Run 1, clock network drawn from the DEF:
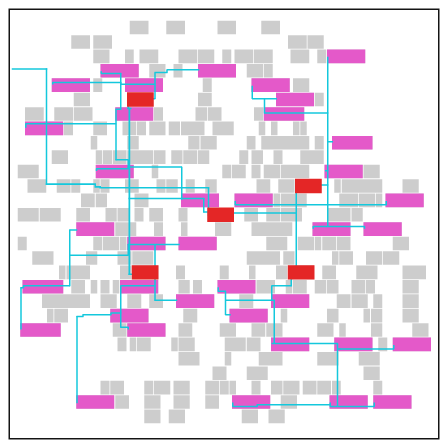
Run 1, sequential cells colored by netlist name:
Other sequential cells in the stronger gray, the rest of the logic in the fainter gray.
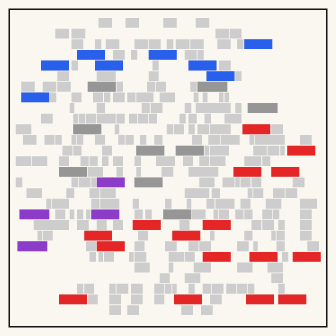
Run 1, cell classes on the final placement:
Bar = 20 µm.
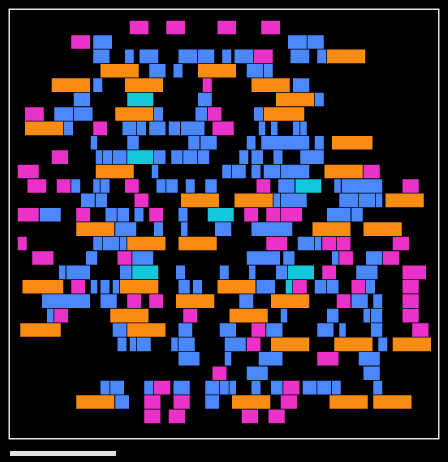
Run 1, routing congestion map:
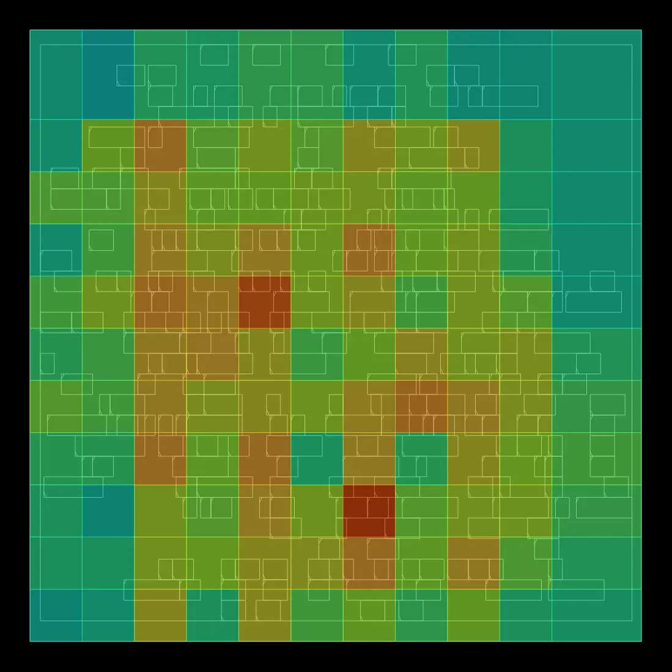
==> config.mk <==
export PLATFORM = sky130hd
export DESIGN_NAME = fifo_uart_tx
export DESIGN_NICKNAME = d
export VERILOG_FILES = /design/src/rtl/uart_pkg.sv /design/src/rtl/uart_bit_timer.sv /design/src/rtl/fifo_uart_tx.sv
export SDC_FILE = /design/constraint.sdc
export NUM_CORES = 1
export LEC_CHECK = 0
export CAP_MARGIN = 30
export CORE_UTILIZATION = 30
export DETAILED_ROUTE_END_ITERATION = 12
export PLACE_DENSITY_LB_ADDON = 0.08
export SLEW_MARGIN = 5
export SYNTH_ARGS = -nofsm -noshare
export SYNTH_HDL_FRONTEND = slang
export SYNTH_SLANG_ARGS = --single-unit
==> constraint.sdc <==
create_clock -name clk -period 1.9 [get_ports clk]
set_clock_uncertainty 0.2 [all_clocks]
set_input_delay 0.38 -clock clk [delete_from_list [all_inputs] [get_ports clk]]
set_output_delay 0.38 -clock clk [all_outputs]
set_load 0.03 [all_outputs]
==> changes_impl.md, run 1 <==
### Changed

- Drt pass-1 iters: 4
- Heaviest power group: sequential cells
- Pre-CTS setup slack: -541.5 ps
- Pleak: between 1 and 1.5 nW
- DRC violations left: 0
- Period utilisation layout: 1.088
- Layout area overhead: 41.61%
- Vias in the first global route: between 1.5k and 2k
- Htree depth: 2
- Cell with the most instances after synthesis: dfxtp_1
- Number of enable flip-flop cells: 0
- Cells along the critical path: buf_6 -> or3b_4 -> or4_4 -> inv_4 -> buf_6
- Initial antenna violation count: 0
- Uppermost routed layer: met4
- Cell Type Count: 40
- Yosys stat cell total: roughly 210
- Clock buffer depth: 2
- Routed WL: 4.738 mm
- Crit end category: output port
- Pre-Place Util: 0.3130
- Slowest stage delay, CP: about 450 ps
- DP HPWL: a little over 3 mm
- M1 WL: 2.503 mm
- Vias per cell: 5.082
- Rel. slew slack: 0.7075
- Failing checks: negative setup slack
- Total grt overflow: 0
- Critical path's slowest cell: or4_4
- Fin worst setup slack: -166.4 ps
- Crit path required time: 1320 ps
- Clock sinks: 37
- Time the worst path needs with I/O delays and setup: roughly 2100 ps
- Fillers: 621
- Log Warnings: 31
- Adder Area Share: 0.04027
- Met3 WL: 151 µm
- AO/OA Area Share: 0.2027
- Area leader, netlist: dfxtp_1
- Simple Share, Synth: 0.2329
- Layout clock area frac: 0.03270
- Nets: ~290
- Post-synthesis mux area share: 0.04295
- Crit path depth: 5
- Crit-path max FO: 2
- Number of I/O pins: 32
- Fin Hold WS: roughly 270 ps
- Status: finished, violations left
- Post-CTS Repair Setup Buffers: 2
- Cell area leaders: dfxtp_1, a21oi_1, mux2i_1, ha_1, or4_1
- Dominant kind of cell by area: multi-input combinational cells
- Most frequent CP cell: buf_6
- First-pass GRT wire length: 7.776 mm
- Setup-failing EPs final: 1
- Switch share: 0.3328
- Non-clock inverter count: 7
- Post-placement cell count: 328
- Pin count of the biggest net entering global routing: 37
-- 'clock network drawn from the DEF' (at the start) --
flip-flops -> magenta  # count 37
clock wires -> cyan  # length 557 µm
clock drivers -> red  # count 5
routed clock nets = 6
clock share of power: 0.250
clk_lat worst skew: 290 ps

-- 'sequential cells colored by netlist name' (at the start) --
`u_bit_timer.count` -> purple  # placed flops 4
`shift_reg` -> blue  # placed flops 8
`frames_sent` -> red  # placed flops 16
Sequential cell area: 745.7 µm²
sequential power: 0.000968 W
Final Util: 0.4433

-- 'cell classes on the final placement' (at the start) --
flops -> orange  # cells 37, share of their area 29%
clock drivers and dummy loads -> cyan  # cells 7, share of their area 3.4%
combinational and other logic -> blue  # cells 162, share of their area 46%
other buffers and delay cells -> magenta  # cells 62, share of their area 21%
Seq area share: 0.2825
Core Box Area: 5956 µm²
# rows: 28
Final Cell Area: 2640 µm²

-- 'routing congestion map' (at the start) --
GRT met2 Usage: 0.2143
gr usage total: 0.1545
busiest grt layer: met1

## Run 2: what changed since run 1
- DONT_BUFFER_PORTS: not set -> 1
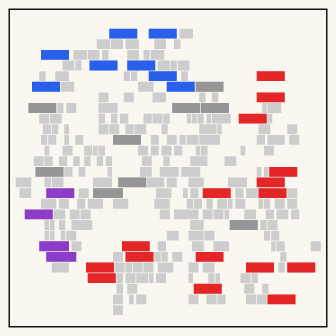
Run 2: sequential cells colored by netlist name
Other sequential cells in the stronger gray, the rest of the logic in the fainter gray.
Seq area share: 0.3194
Final Util: 0.3914
Sequential cell area: 744.5 µm²

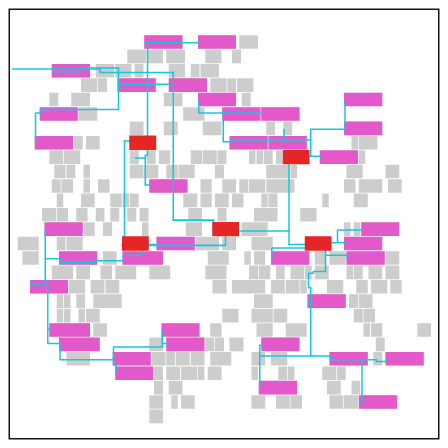
Run 2: clock network drawn from the DEF
clk_lat worst skew: 280 ps
clock share of power: 0.238
Clk. pwr: 0.000520 W

==> changes_impl.md, run 2 <==
### Changed

- Dominant kind of cell by area: multi-input combinational cells
- Uppermost routed layer: met4
- Crit end category: output port
- Slowest stage delay, CP: about 560 ps
- Crit path depth: 3
- Clock buffer depth: 2
- Post-CTS Repair Setup Buffers: 0
- Cells along the critical path: or3b_4 -> or4_4 -> inv_6
- Nets: roughly 260
- Clock sinks: 37
- First-pass GRT wire length: roughly 7.2 mm
- Area leader, netlist: dfxtp_1
- Vias per cell: around 5.4
- Initial antenna violation count: 0
- Setup-failing EPs final: 1
- Combinational Power Share: 0.311
- Drt pass-1 iters: 4
- Xor/xnor share: 0.02819
- GRT met2 Usage: 0.2353
- Fin Hold WS: -41.61 ps
- Pre-CTS setup slack: -44.24 ps
- Post-placement cell count: 307
- M1 WL: 2.209 mm
- Simple Share, Synth: 0.2329
- AO/OA Area Share: 0.2027
- Heaviest power group: sequential cells
- Non-clock inverter count: 7
- Time the worst path needs with I/O delays and setup: 2003 ps
- Met3 WL: between 200 and 250 µm
- Cell Type Count: 40
- Pin count of the biggest net entering global routing: 38
- Number of I/O pins: 32
- Failing checks: negative hold slack, negative setup slack
- Total grt overflow: 0
- Layout clock area frac: 0.03543
- Vias in the first global route: 1591
- Layout area overhead: 25.03%
- Crit-path max FO: 2
- Final Hold Viols: 31
- Routed WL: roughly 4.6 mm
- Gr usage total: 0.1456
- Htree depth: 2
- Final Cell Area: between 2000 and 2500 µm²
- Rel. slew slack: 0.7438
- Sequential power: around 0.00098 W
- Worst Max-Slew Pin Slew: ~380 ps
- DP HPWL: roughly 3.3 mm
- Seq cells: 37
- Busiest grt layer: met2
- Critical path's slowest cell: or4_4
- Yosys stat cell total: 212
- Fin worst setup slack: -102.6 ps
- Cell area leaders: dfxtp_1, a21oi_1, mux2i_1, ha_1, or4_1
- Log Warnings: 33
- Cell with the most instances after synthesis: dfxtp_1
- # rows: 28
- Status: finished, violations left
- Fillers: approximately 630
- Switch share: 0.3256
- Pre-Place Util: 0.3130
- Adder Area Share: 0.04027
- Core Box Area: approximately 6000 µm²
Power figures rest on the tool's default switching activity, not on a simulated workload.
